## src/rtl/sysctl_pkg.sv

```systemverilog
// Shared constants for the system-control measurement peripheral.
// Latency: n/a (constants only).
// Backpressure: n/a.
package sysctl_pkg;

   // Word offsets, i.e. reg_addr[5:2]
   localparam logic [3:0] OFF_ID           = 4'h0;
   localparam logic [3:0] OFF_CTRL         = 4'h1;
   localparam logic [3:0] OFF_CKIN_FREQ    = 4'h2;
   localparam logic [3:0] OFF_FLYBK_PERIOD = 4'h3;
   localparam logic [3:0] OFF_FRAME_COUNT  = 4'h4;
   localparam logic [3:0] OFF_SCRATCH      = 4'h5;

   // CTRL register bit positions
   localparam int CTRL_W          = 3;
   localparam int CTRL_LED_MANUAL = 0;
   localparam int CTRL_LED_VALUE  = 1;
   localparam int CTRL_TEST_CARD  = 2;

   localparam logic [31:0] ID_VALUE_DEFAULT = 32'hA4C0_0001;

   // Width of the edge, result and period counters
   localparam int CNT_W = 24;

endpackage

```

## src/rtl/sysctl_freqmeter_edge_sync.sv

```systemverilog
// Two-flop synchroniser with a history flop producing a one-cycle rising-edge pulse.
// Latency: the pulse is consumed by downstream logic on the 3rd clk edge after the input edge.
// Backpressure: none; every synchronised rising edge yields exactly one pulse.
module edge_sync (
   input  logic clk,
   input  logic reset,
   input  logic din,
   output logic pulse
);

   logic sync1;
   logic sync2;
   logic hist;

   // Synchronise the async input and keep one cycle of history; reset clears all three
   // so an input held low through reset can never produce a pulse afterwards.
   always_ff @(posedge clk) begin
      if (reset) begin
         sync1 <= 1'b0;
         sync2 <= 1'b0;
         hist  <= 1'b0;
      end else begin
         sync1 <= din;
         sync2 <= sync1;
         hist  <= sync2;
      end
   end

   assign pulse = sync2 & ~hist;

endmodule

```

## src/rtl/sysctl_freqmeter.sv

```systemverilog
// Register-mapped clock frequency meter, flyback period/frame counter, LED and test-card control.
// Latency: writes land the cycle after reg_wstrobe; reg_rdata is combinational from reg_addr.
// Backpressure: none; every strobed write is accepted, reads are always available.
module sysctl_freqmeter
   import sysctl_pkg::*;
#(
   parameter int          CLK_RATE    = 62500000,
   parameter int          GATE_CYCLES = CLK_RATE / 1000,
   parameter logic [31:0] ID_VALUE    = ID_VALUE_DEFAULT,
   // Period counter width; the full 24 bits in silicon, narrower only to shorten timeout runs
   parameter int          PER_W       = CNT_W
) (
   input  logic        clk,
   input  logic        reset,
   input  logic [5:0]  reg_addr,
   input  logic [31:0] reg_wdata,
   input  logic        reg_wstrobe,
   output logic [31:0] reg_rdata,
   input  logic        meas_clk_in,
   input  logic        flybk_in,
   output logic        led,
   output logic        test_card_en
);

   localparam int                GATE_W    = (GATE_CYCLES > 1) ? $clog2(GATE_CYCLES) : 1;
   localparam logic [GATE_W-1:0] GATE_LAST = GATE_W'(GATE_CYCLES - 1);
   localparam logic [CNT_W-1:0]  CNT_MAX   = '1;
   localparam logic [PER_W-1:0]  PER_MAX   = '1;

   logic              meas_edge;
   logic              flybk_edge;
   logic [CTRL_W-1:0] ctrl;
   logic [31:0]       scratch;
   logic [GATE_W-1:0] gate_ctr;
   logic [CNT_W-1:0]  edge_ctr;
   logic [CNT_W-1:0]  edge_next;
   logic [CNT_W-1:0]  freq_result;
   logic              freq_valid;
   logic [PER_W-1:0]  per_ctr;
   logic [CNT_W-1:0]  per_ext;
   logic [CNT_W-1:0]  period_next;
   logic [CNT_W-1:0]  period;
   logic              flyb_valid;
   logic              timeout;
   logic              armed;
   logic [15:0]       frame_count;
   logic              wr_ctrl;
   logic              wr_scratch;
   logic              wr_restart;
   logic              unused_addr_bits;

   edge_sync u_meas_sync (
      .clk   (clk),
      .reset (reset),
      .din   (meas_clk_in),
      .pulse (meas_edge)
   );

   edge_sync u_flybk_sync (
      .clk   (clk),
      .reset (reset),
      .din   (flybk_in),
      .pulse (flybk_edge)
   );

   assign wr_ctrl          = reg_wstrobe && (reg_addr[5:2] == OFF_CTRL);
   assign wr_scratch       = reg_wstrobe && (reg_addr[5:2] == OFF_SCRATCH);
   assign wr_restart       = reg_wstrobe && (reg_addr[5:2] == OFF_CKIN_FREQ);
   assign unused_addr_bits = ^reg_addr[1:0];

   // Software-writable control and scratch registers
   always_ff @(posedge clk) begin
      if (reset) begin
         ctrl    <= '0;
         scratch <= '0;
      end else begin
         if (wr_ctrl)    ctrl    <= reg_wdata[CTRL_W-1:0];
         if (wr_scratch) scratch <= reg_wdata;
      end
   end

   // Edge count including this cycle's edge, saturating
   assign edge_next = (meas_edge && (edge_ctr != CNT_MAX)) ? edge_ctr + 1'b1 : edge_ctr;

   // Gated edge counter; a restart write beats the terminal cycle so nothing is latched then
   always_ff @(posedge clk) begin
      if (reset) begin
         gate_ctr    <= '0;
         edge_ctr    <= '0;
         freq_result <= '0;
         freq_valid  <= 1'b0;
      end else if (wr_restart) begin
         gate_ctr    <= '0;
         edge_ctr    <= '0;
         freq_valid  <= 1'b0;
      end else if (gate_ctr == GATE_LAST) begin
         gate_ctr    <= '0;
         edge_ctr    <= '0;
         freq_result <= edge_next;
         freq_valid  <= 1'b1;
      end else begin
         gate_ctr    <= gate_ctr + 1'b1;
         edge_ctr    <= edge_next;
      end
   end

   // per_ctr counts cycles since the last edge, so edges N cycles apart report N
   assign per_ext     = CNT_W'(per_ctr);
   assign period_next = (per_ext == CNT_MAX) ? per_ext : per_ext + 1'b1;

   // Flyback period: first edge only arms; a saturated counter means the signal died
   always_ff @(posedge clk) begin
      if (reset) begin
         per_ctr    <= '0;
         period     <= '0;
         flyb_valid <= 1'b0;
         timeout    <= 1'b0;
         armed      <= 1'b0;
      end else if (flybk_edge) begin
         per_ctr <= '0;
         armed   <= 1'b1;
         if (armed) begin
            period     <= period_next;
            flyb_valid <= 1'b1;
            timeout    <= 1'b0;
         end
      end else if (per_ctr == PER_MAX) begin
         timeout    <= 1'b1;
         flyb_valid <= 1'b0;
         armed      <= 1'b0;
      end else begin
         per_ctr <= per_ctr + 1'b1;
      end
   end

   // Frame counter, wraps naturally at 16 bits
   always_ff @(posedge clk) begin
      if (reset) begin
         frame_count <= '0;
      end else if (flybk_edge) begin
         frame_count <= frame_count + 1'b1;
      end
   end

   // frame_count[5] gives a slow heartbeat when the LED is not under manual control
   assign led          = ctrl[CTRL_LED_MANUAL] ? ctrl[CTRL_LED_VALUE] : frame_count[5];
   assign test_card_en = ctrl[CTRL_TEST_CARD];

   // Combinational read mux; unmapped offsets read zero
   always_comb begin
      reg_rdata = '0;
      case (reg_addr[5:2])
         OFF_ID:           reg_rdata = ID_VALUE;
         OFF_CTRL:         reg_rdata = {{(32 - CTRL_W){1'b0}}, ctrl};
         OFF_CKIN_FREQ:    reg_rdata = {freq_valid, 7'b0, freq_result};
         OFF_FLYBK_PERIOD: reg_rdata = {flyb_valid, timeout, 6'b0, period};
         OFF_FRAME_COUNT:  reg_rdata = {16'b0, frame_count};
         OFF_SCRATCH:      reg_rdata = scratch;
         default:          reg_rdata = '0;
      endcase
   end

endmodule

```

## config.mk

```make
export PLATFORM = sky130hd
export DESIGN_NAME = sysctl_freqmeter
export DESIGN_NICKNAME = d
export VERILOG_FILES = /design/src/rtl/sysctl_pkg.sv /design/src/rtl/sysctl_freqmeter_edge_sync.sv /design/src/rtl/sysctl_freqmeter.sv
export SDC_FILE = /design/constraint.sdc
export NUM_CORES = 1
export LEC_CHECK = 0
export ABC_AREA = 1
export CAP_MARGIN = 0
export CELL_PAD_IN_SITES_DETAIL_PLACEMENT = 0
export CELL_PAD_IN_SITES_GLOBAL_PLACEMENT = 1
export CORE_MARGIN = 4
export CORE_UTILIZATION = 42
export DETAILED_ROUTE_END_ITERATION = 8
export GPL_TIMING_DRIVEN = 0
export PLACE_DENSITY = 0.88
export SLEW_MARGIN = 20
export SYNTH_ARGS = -nofsm -noshare
export SYNTH_HDL_FRONTEND = slang
export SYNTH_SLANG_ARGS = --single-unit
```

## constraint.sdc

```tcl
create_clock -name clk -period 2.2 [get_ports clk]
set_clock_uncertainty 0.05 [all_clocks]
set_input_delay 0.22 -clock clk [delete_from_list [all_inputs] [get_ports clk]]
set_output_delay 0.22 -clock clk [all_outputs]
set_load 0.01 [all_outputs]
```

run_1/congestion.png
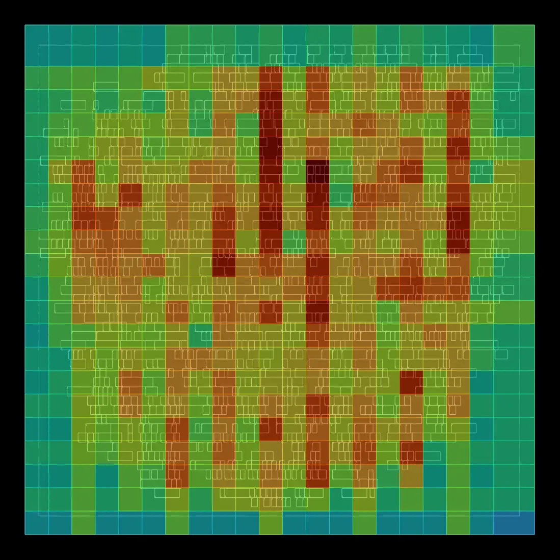
final design utilization: 52.53%
met3 routing resource usage after global routing: 4.275%
met2 demand-to-capacity share in global routing: 36.77%
wire length per cell after detailed routing: 16.02 um
Most Used Layer, Global Route: met2

run_1/layer_met1.png
Scale bar: 50 um.
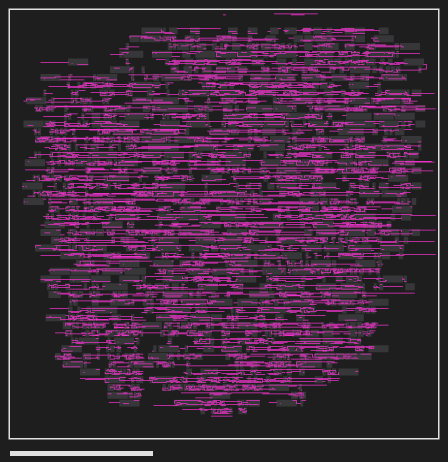
share of all routed wire: 47%
wire length on this layer: 12,000 um
main direction: horizontal
nets with wire on the layer: 1,322
longest straight run: 59.3 um

run_1/metal_density.png
The die is cut into 30 by 30 equal tiles; white is low, dark blue is high, scaled to the fullest tile. Values are wire area over tile area, all layers added.
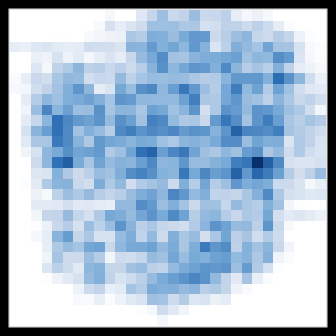
tiles over half the peak: 19%
mean over tiles: 0.18
nearly empty tiles: 21%

run_1/detail.png
Scale bar: 5 um. Region (103, 103) to (123, 123) um. Cells in grey, sequential cells in the stronger grey; small squares are vias.
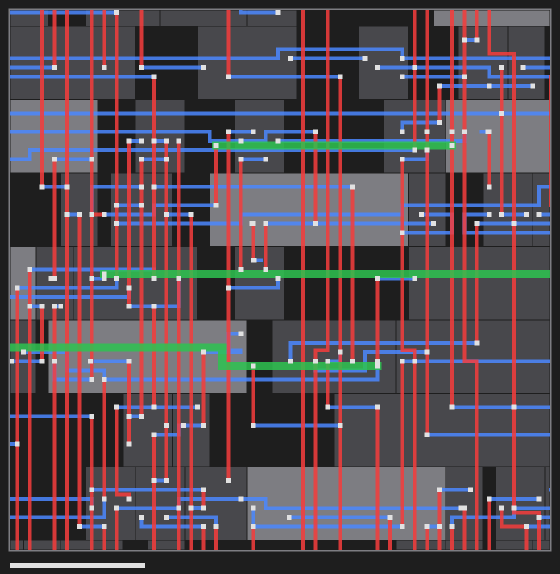
[red] metal 2
[blue] metal 1
[green] metal 3
cells with their middle in the window: 31
sequential cells in the window: 4
most frequent: inv_1 (6)
netlist names of flops here include: frame_count (3), scratch (1)

==> run summary, run 1 <==
Implementation results.

The portion of netlist area occupied by mux cells is 0%. The violation tally from detailed-route iteration zero is approximately 460. The most used flip-flop cell after synthesis is dfxtp_1.

The power report puts the leakage power at 4.110 nW. The cell sequence reported for the critical path is clkdlybuf4s50_1 > inv_1 > nor2_2 > nand2_2 > buf_8 > o22ai_4 > a21oi_1 > o21ai_2 > clkdlybuf4s15_2. Per the detail_route report, DRC violations left total 0.

The detailed-route via count is 8,208. The largest vdd supply drop is between 0.5 and 0.6 mV. The OpenROAD report gives the critical path a data arrival time of ~1.9 ns. The cell count in the Yosys report is around 1,200. The initialized floorplan defines 51 standard-cell rows. Per the run summary, max-cap violations total 0. The cell at the root of the clock tree is clkbuf_16. The cell-mix breakdown from Yosys lists the simple-gate area share as approximately 28%. The global-route total usage across every layer is a little under a quarter. For this block, the routed nets add up to ~26 mm of wire. Of the total synthesized cell area, the portion taken by full adders, half adders and majority gates is less than 1%. The last timing report of the flow puts the setup violation total at 0. Yosys reported that registers with async set or reset make up 0%. The core utilization at floorplan is between 40 and 50%. Ranked by instance count, the synthesized netlist is headed by nand2_1, inv_1, dfxtp_1, a21oi_1, nor2_1.

The fill cell instance count of the final layout is slightly below 2,000. The I/O pin count is a little under 80. Hold timing on the final database bottoms out at a slack of ~0.27 ns.

The average cell area after synthesis is approximately 6.9 sq um. The longest incremental delay of any stage on the critical path is reported as roughly 0.52 ns. The largest non-sequential cell family by area is simple AND/OR/NAND/NOR gates. At the end of the flow, the number of nets in the layout was 1,371. The slowest stage of the critical path belongs to the cell clkdlybuf4s50_1. The distinct cell type count after synthesis is approximately 44. The TritonCTS clock tree is built.

The first-pass iteration count of the detailed router is 5. The buffering stage count on the worst path with inverters included is 4. Post-route period utilization is reported as just under 100%. The startpoint type of the worst setup path is a primary input. Of all cell types, the one taking the most synthesized area is dfxtp_1.

The number of warnings reported in the stage logs is 29. The chip area estimate from yosys synthesis is between 8000 and 9000 sq um. STA classifies the critical path endpoint as a primary output. The power report puts the net switching power at between 1.5 and 2 mW. Of the total power, the share spent switching nets is between 20% and 30%. The data required time of the critical path is around 1.9 ns. The cell internal power dissipation is slightly above 5 mW. For reference, the clock transition at the flip-flops on the worst setup and hold paths is about 0.060 ns. The critical path in this run is classified as in -> out. The flow ran to the end, and the final reports show no timing, DRC or antenna violations.

The wire length of the first global-routing pass is just over 40 mm. The total inserted antenna cells is 0. The post-synthesis instance area is approximately 8500 sq um.

The sum of internal, switching and leakage power is between 6 and 7 mW. The maximum fanout encountered on the critical timing path is 10. In this run the vertical extent of the chip is around 150 um. The post-layout minimum cycle time is around 2.1 ns. For the final routed database, the setup TNS stands at 0 ns.

Timing would allow up to between 400 and 500 MHz. Once detail routing completed, the nets flagged for antenna violations numbered 0. The total grt overflow is 0. The HPWL reported at the end of detailed placement is approximately 19 mm. The layout summary lists the proportion of cells stronger than drive strength 1 as 10.62%. The number of levels the H-tree was split into is 4.

The compound-gate portion of the synthesized area is 16.89%. CTS reports a maximum clock tree buffer depth of 2. Yosys attributes the largest share of cell area to dfxtp_1, nand2_1, inv_1, a21oi_1, o21ai_0. The family with the most delay on the worst path is buffers and inverters. Of the synthesized area, sequential elements account for roughly 40%. After floorplanning, the die was sized to cover about 23,000 sq um. The initial antenna violation count is 0. In this run, post-CTS hold repair placed 0 buffers. The via count of the first global-routing pass is about 7,700. The count of flip-flops with a built-in enable after synthesis is 0. Looking at the max-slew report, the worst-margin pin has a slew of about 0.63 ns. The fraction of synthesized cell area in xor and xnor cells is under 10%.

The clock network power share is 47.2%. At the later pin of the worst-skew pair, clock insertion delay measures 0.43 ns. The final number of max-transition violations is 0. In this run the standard cell core region covers 19,650 sq um. Counting the buffers created by CTS gives 17. The count of buffers from port buffering is 74. The floorplan step set the die width to roughly 150 um. The final number of hold-violating endpoints is 0. The flip-flop and latch count after synthesis is between 150 and 200. The pin count of the biggest net entering global routing is 17.

The instance count of the mapped netlist is about 1,200. Note that the worst hold path type here is in -> reg. The share of the synthesized area in the top cell type is between 40 and 50%. The most frequently used library cell after synthesis is nand2_1.

The power density of the placed cells is about 650 nW/um^2. The area growth from synthesis to final layout is 21.68%. Setup repair after global routing could not meet its margin everywhere. The synthesis report lists the Yosys warning total as 0. After detailed routing, the number of vias per cell comes to between 5 and 6. The relative slew slack is between 50% and 60%. The internal reg-to-reg setup slack is around 0.21 ns.

The routability congestion estimate from global placement is between 0.9 and 1. The post-synth net total is roughly 1,300. The share of total power dissipated in combinational logic is ~5%. In this run, flip-flops and latches consume a little under half of the power.

According to the CTS report, the clock sink count is 173.
-- run 1: what timing repair did --
item / 4_1_cts / 5_1_grt
hold endpoints to repair: 0 / 0
gates cloned: 0 / 0
pin swaps: 4 / 0
buffers inserted: 5 / 0
setup endpoints to repair: 35 / 37
gates resized: 84 / 27
-- run 1: placed cells by master (no fill, tap or decap), types with 10 or more instances in the layout --
cell             count
nor2_2              10
clkdlybuf4s50_1     40
nor3_1              22
o21ai_0             83
inv_1              201
nand2_1            223
nand4_1             21
dlygate4sd2_1       21
clkbuf_1            17
dfxtp_1            172
xor2_1              11
clkbuf_16           17
nand2_2             19
buf_2               17
nand3_1             86
nor2_1             103
a21oi_1            124
-- run 1: state kept, by name, indices dropped and copies added (netlist names), 3 cells and up --
signal	flops
edge_ctr	24
per_ctr	24
freq_result	24
ctrl	3
period	24
gate_ctr	16
scratch	32
frame_count	16
-- run 1: worst reg2reg max path: stages (launching register included) --
cell and delay [ns]:
dfxtp_2 0.39, ha_2 0.27, inv_1 0.10, nor2_4 0.19, inv_1 0.15, nor2_4 0.18, inv_1 0.07, o21ai_0 0.14
nand3_1 0.16, nor2_1 0.14, nor2_1 0.05
-- run 1: routing by layer --
layer  share of wire [%]  wire length, um  global-route usage, %  vias to the layer above
met3                 5.3             1351                  4.275                       31
met4                 2.1              542                  6.450                        0
met5                   0                0                      0                        -
met2                  46            11800                  36.77                      188
li1                    -                -                      -                     4178
met1                  47            11980                  31.91                     3811
-- run 1: power groups by stage --
stage	clock network, mW	registers (mW)	logic, mW
2_1_floorplan	0	3.25	0.165
3_3_place_gp	0	3.26	0.319
3_5_place_dp	0	3.26	0.320
4_1_cts	3.17	3.19	0.331
5_1_grt	3.31	3.19	0.369
6_report	3.15	3.19	0.336
-- run 1: final timing paths --
check / start / endpoint / cells past startpoint
max: reg_addr[4] / reg_rdata[5] / 9
min: meas_clk_in / u_meas_sync.sync1 / 3
max reg2reg: per_ctr[0] / period[14] / 10
min reg2reg: u_meas_sync.sync1 / u_meas_sync.sync2 / 2
-- run 1: final cells by class --
type | instances | area [sq um] | share of cell area, %
clock inverter | 13 | 163.9 | 1.588
clock buffer | 19 | 442.9 | 4.290
multi-input combinational | 801 | 4135 | 40.06
buffer | 42 | 257.7 | 2.497
sequential | 173 | 3465 | 33.56
inverter | 210 | 800.8 | 7.757
timing repair buffer | 79 | 726.9 | 7.042
tap | 265 | 331.6 | 3.212
-- run 1: kinds of logic after synthesis --
kind of cell	count (synthesis)
AOI/OAI and AO/OA	262
buffers and inverters	252
and+or+nand+nor	515
DFF	173
adders and majority gates	4
xor gates and xnor gates	20
-- run 1: stage by stage --
stage	instances	utilization (%)	worst slack, ns	cell area [sq um]
after floorplan	1226	-	0.5201	8484
after global placement	1565	48.62	-0.6866	9557
after detailed placement	1565	48.62	-0.6582	9557
after CTS	1602	52.30	0.01800	10280
after global routing	1602	52.53	-0.01959	10320
final	1602	52.53	0.05719	10320
run_1/wires.png
Scale bar: 50 um. Two of the layers only.
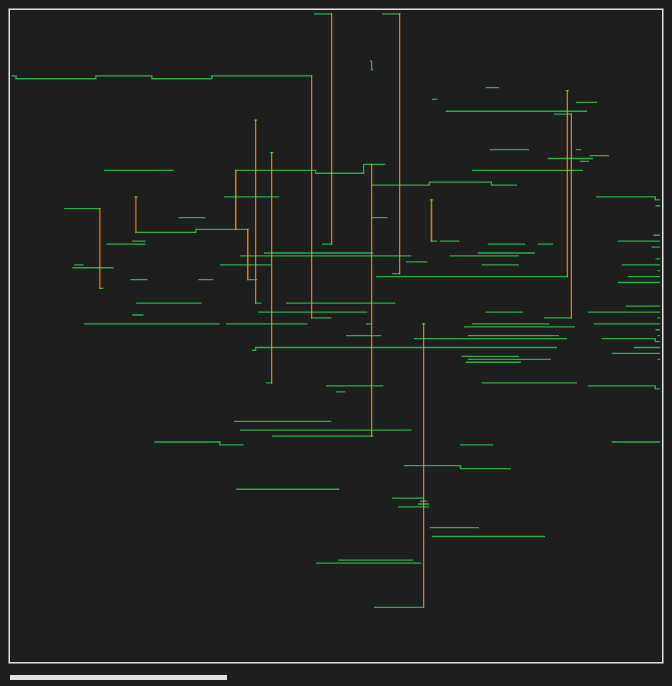

--- run 2 (diff from run 1) ---
--- a/config.mk
+++ b/config.mk
@@ -9,11 +9,10 @@
 export CAP_MARGIN = 0
 export CELL_PAD_IN_SITES_DETAIL_PLACEMENT = 0
 export CELL_PAD_IN_SITES_GLOBAL_PLACEMENT = 1
-export CORE_MARGIN = 4
 export CORE_UTILIZATION = 42
 export DETAILED_ROUTE_END_ITERATION = 8
 export GPL_TIMING_DRIVEN = 0
-export PLACE_DENSITY = 0.88
+export PLACE_DENSITY = 0.78
 export SLEW_MARGIN = 20
 export SYNTH_ARGS = -nofsm -noshare
 export SYNTH_HDL_FRONTEND = slang
run_2/wires.png
Scale bar: 50 um. Two of the layers only.
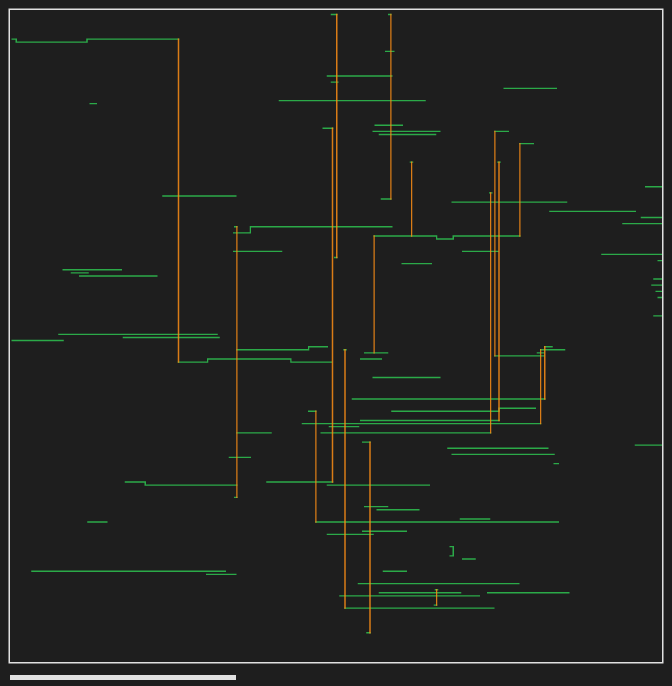
[green] metal 3 | wire length: 1,170 um
[orange] metal 4 | wire length: 681 um
vias: 8,105
wire length per cell after detailed routing: 16.38 um
drt total wl: 26.33 mm

run_2/detail.png
Scale bar: 5 um. Region (98, 98) to (118, 118) um. Cells in grey, sequential cells in the stronger grey; small squares are vias.
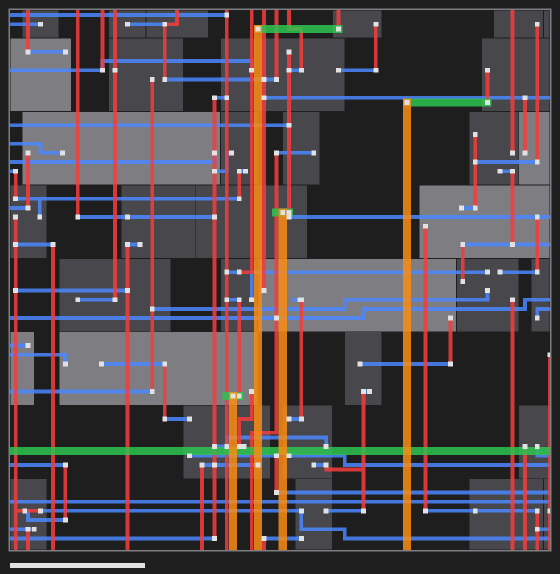
[orange] metal 4
[blue] metal 1
[red] metal 2
[green] metal 3
cells with their middle in the window: 25
netlist names of flops here include: scratch (4)
most frequent: inv_1 (4), dfxtp_1 (4)
sequential cells in the window: 4

run_2/layer_met1.png
Scale bar: 50 um.
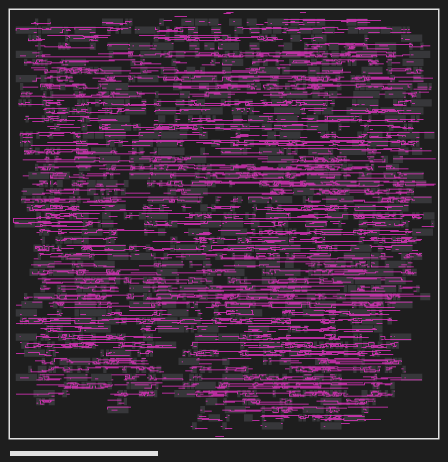
main direction: horizontal
wire length on this layer: 11,900 um
share of all routed wire: 45%
nets with wire on the layer: 1,330
GR Layer Usage met1: 33.87%

==> run 2 against run 1 <==
Register-to-register slack barely moved. Sequential power barely moved. Total power fell by 0.70%. Die size fell by 7.8%. Routed wire length rose by 2.6%. Core utilization rose by 0.67 points. Combinational power rose by 4%. Highest routed layer unchanged.
==> run summary, run 2 <==
Implementation results.

The pin count of the biggest net entering global routing is 17 (unchanged). The number of endpoints failing setup at the final stage is 0 (unchanged). The DRC violation count after routing is 0 (unchanged).

The fraction of registers with async set or reset after synthesis is 0% (unchanged). More flip-flops sit in one register than any other, and that register is scratch. The number of stages on the worst setup path is 8 (-1). The global-route total usage across every layer came to 25.94% (+2.9 points). The worst setup path is launched from a primary input. The capture point of the critical path was reported as reg_rdata[2]. The violation tally from detailed-route iteration zero is 485 (+5.9%). The internal reg-to-reg setup slack is 0.21 ns (about the same). The clock input transition at the sequential cells of the worst setup and hold paths is 0.07 ns (about the same). The average cell area after synthesis came to 6.920 sq um (unchanged). The count of buffers from port buffering came to 74 (unchanged). The flip-flop count of the largest register, all copies and words added was 32 (unchanged). The number of vias per cell came to 5.044 (-1.6%). The die footprint was 20,770 sq um (-7.8%). The number of maximum-capacitance constraint violations is 0 (unchanged). The post-layout minimum cycle time is 2.137 ns (-0.005478 ns). The area growth from synthesis to final layout is 23.23%. The HPWL reported at the end of detailed placement is 20.07 mm (+3.8%). The final number of max-transition violations came to 0 (unchanged). The flow ran to the end, and the final reports show no timing, DRC or antenna violations. The core utilization at floorplan came to 43.17% (unchanged). By instance count after routing, the leading logic cell types are nand2_1, inv_1, dfxtp_1, a21oi_1, nor2_1. The power density of the placed cells is 633.9 nW/um^2 (-1.9%). The path class of the tightest hold or removal check is in -> reg. The register share after synthesis came to 40.82% (unchanged). The fmax is 467.9 MHz (+0.26%). The worst setup path startpoint is reg_addr[3]. The most numerous logic cell after layout is nand2_1. The number of warnings printed during yosys synthesis came to 0 (unchanged).

The largest buffer count on any clock path was 2 (unchanged). The largest vdd supply drop is 0.5362 mV (+5.4%). The leakage power of the design is 4.142 nW (+0.79%).

The final number of hold-violating endpoints is 0 (unchanged). The slowest stage cell on the critical path is dlygate4sd2_1. The final critical-path setup slack is 0.06267 ns (+0.005478 ns). Looking at the reg2reg group, the worst path starts from edge_ctr[0].

The cell count in the Yosys report is 1,226 (unchanged). The routability congestion estimate from global placement is 0.9238 (+2.4%). The final period utilization is 97.15% (-0.25 points).

The initial antenna violation count came to 0 (unchanged). The buffering stage count on the worst path with inverters included was 4 (unchanged). The count of standard-cell rows came to 51 (unchanged).

The distinct cell type count after synthesis is 44 (unchanged). The die outline height was 144.1 um (-4.0%). The number of nets in the final layout was 1,376 (+0.36%).

The total grt overflow is 0 (unchanged). The post-route setup TNS came to 0 ns (unchanged). The instance count of the mapped netlist is 1,226 (unchanged).

The post-layout instance count excluding filler cells was 1,607 (+0.31%). The transition time at the pin with the least slew margin was 0.7880 ns (+0.1560 ns). The I/O pin count came to 77 (unchanged).

The cell count of the worst reg-to-reg path is 13 (+3). The first-pass iteration count of the detailed router was 5 (unchanged). The clock insertion delay at the later pin of the skew report came to 0.43 ns (about the same). The relative slew slack is 47.47% (-10 points). Per the synth stats, the flop cell with the highest instance count is dfxtp_1.

The maximum fanout encountered on the critical timing path is 5 (-5). The most common cell in the synthesized netlist is nand2_1. The number of clock sinks is 173 (unchanged). The total clock buffers created by CTS is 17 (unchanged). The cell at the root of the clock tree is clkbuf_16. By count the netlist is led by nand2_1, inv_1, dfxtp_1, a21oi_1, nor2_1. The count of flip-flops with a built-in enable after synthesis is 0 (unchanged). The chip area estimate from yosys synthesis came to 8484 sq um (unchanged). The die outline width came to 144.1 um (-4.0%).

The TritonCTS clock tree is built. The kind of cell with the highest combined delay along the critical path is buffers and inverters. The core area is 19,650 sq um (unchanged). The post-place setup slack was -0.8072 ns (-0.1490 ns). The tally of nets with antenna violations remaining after routing is 0 (unchanged). The wire length of the first global-routing pass came to 40.10 mm (-0.85%). The flip-flop and latch count after synthesis is 173 (unchanged). The largest total area in the synthesized netlist belongs to dfxtp_1. The worst setup path is captured at a primary output. The worst register-to-register path ends at freq_result[14].

The cell count after placement is 1,565 (unchanged). The layout cell share with drive strength beyond 1 was 12.15% (+1.5 points). The number of levels the H-tree was split into is 4 (unchanged). The signal arrival time at the worst endpoint is 1.87 ns (about the same). By area the synthesized netlist is led by dfxtp_1, nand2_1, inv_1, a21oi_1, o21ai_0. The post-synthesis instance area is 8484 sq um (unchanged). The report lists the cells along the critical path as dlygate4sd2_1 > nor2_1 > nand2_2 > clkinvlp_4 > buf_4 > a21oi_2 > o211ai_1 > buf_2. The post-synth net total is 1,273 (unchanged). The via count of the first global-routing pass came to 7,418 (-3.3%). The data required time of the critical path is 1.93 ns (about the same).

The final worst hold slack is 0.2530 ns (-0.01441 ns). The startpoint-to-endpoint class of the critical path is in -> out. The number of logged tool warnings was 29 (unchanged). The share of the synthesized area in the top cell type came to 40.82% (unchanged). The total inserted antenna cells is 0 (unchanged). The peak per-stage delay on the critical path was 0.38 ns (-0.14 ns).
run 2: worst min-delay path by stage:
stage	start	end	slack (ns)	depth (start not counted)
CTS	flybk_in	u_flybk_sync.sync1	0.24	3
detailed placement	u_flybk_sync.sync1	u_flybk_sync.sync2	0.35	2
floorplan	flybk_in	u_flybk_sync.sync1	0.28	2
global placement	u_flybk_sync.sync1	u_flybk_sync.sync2	0.35	2
global route	flybk_in	u_flybk_sync.sync1	0.26	3
finish	flybk_in	u_flybk_sync.sync1	0.25	3
run 2: cells by family after synthesis:
logic type	Yosys count	synth area share (%)
adder cells (fa/ha/maj)	4	0.5899
buffers and inverters	252	11.93
AND/OR/NAND/NOR	515	27.71
AND-OR/OR-AND	262	16.89
flip-flops	173	40.82
XOR/XNOR	20	2.065
run 2: report_power, final:
group,switching [mW],internal (mW),leakage [nW]
logic,0.207,0.143,2.46
registers,0.0231,3.17,1.40
clock network,1.36,1.72,0.284
run 2: what timing repair did:
| action | CTS | global route |
|---|---|---|
| setup endpoints to repair | 36 | 49 |
| gates resized | 99 | 46 |
| hold buffers | 0 | 0 |
| pin swaps | 3 | 6 |
| setup buffers | 6 | 4 |
run 2: final cells by class:
| type | count | area [sq um] |
|---|---|---|
| Sequential cell | 173 | 3465 |
| Fill cell | 2060 | 9199 |
| Inverter | 210 | 807.0 |
| Timing Repair Buffer | 84 | 765.7 |
| Tap cell | 265 | 331.6 |
| Clock buffer | 18 | 439.2 |
| Clock inverter | 14 | 157.7 |
| Buffer | 42 | 254.0 |
| Multi-Input combinational cell | 801 | 4235 |
run 2: worst register-to-register path: cells and delay by family (launching register included):
kind,cells,cell delay (ns)
flip-flops,1,0.39
adder cells (fa/ha/maj),1,0.20
AND/OR/NAND/NOR,8,0.94
buffers and inverters,4,0.32
run 2: per-layer routing:
layer / wire length (um) / vias to the layer above / GRT usage [%] / part of all wire [%]
li1: - / 4179 / - / -
met1: 11920 / 3740 / 33.87 / 45
met2: 12570 / 149 / 42.61 / 48
met3: 1165 / 37 / 5.000 / 4.4
met4: 681 / 0 / 8.975 / 2.6
met5: 0 / - / 0 / 0
run 2: stage by stage:
stage               total power, mW  area (sq um)  utilization [%]
floorplan                     3.419          8484                -
global placement              3.583          9557            48.62
detailed placement            3.584          9557            48.62
CTS                           6.679         10330            52.57
global route                  6.833         10460            53.20
finish                        6.627         10460            53.20
No activity file was given, so power comes from the tool's default toggle rates.
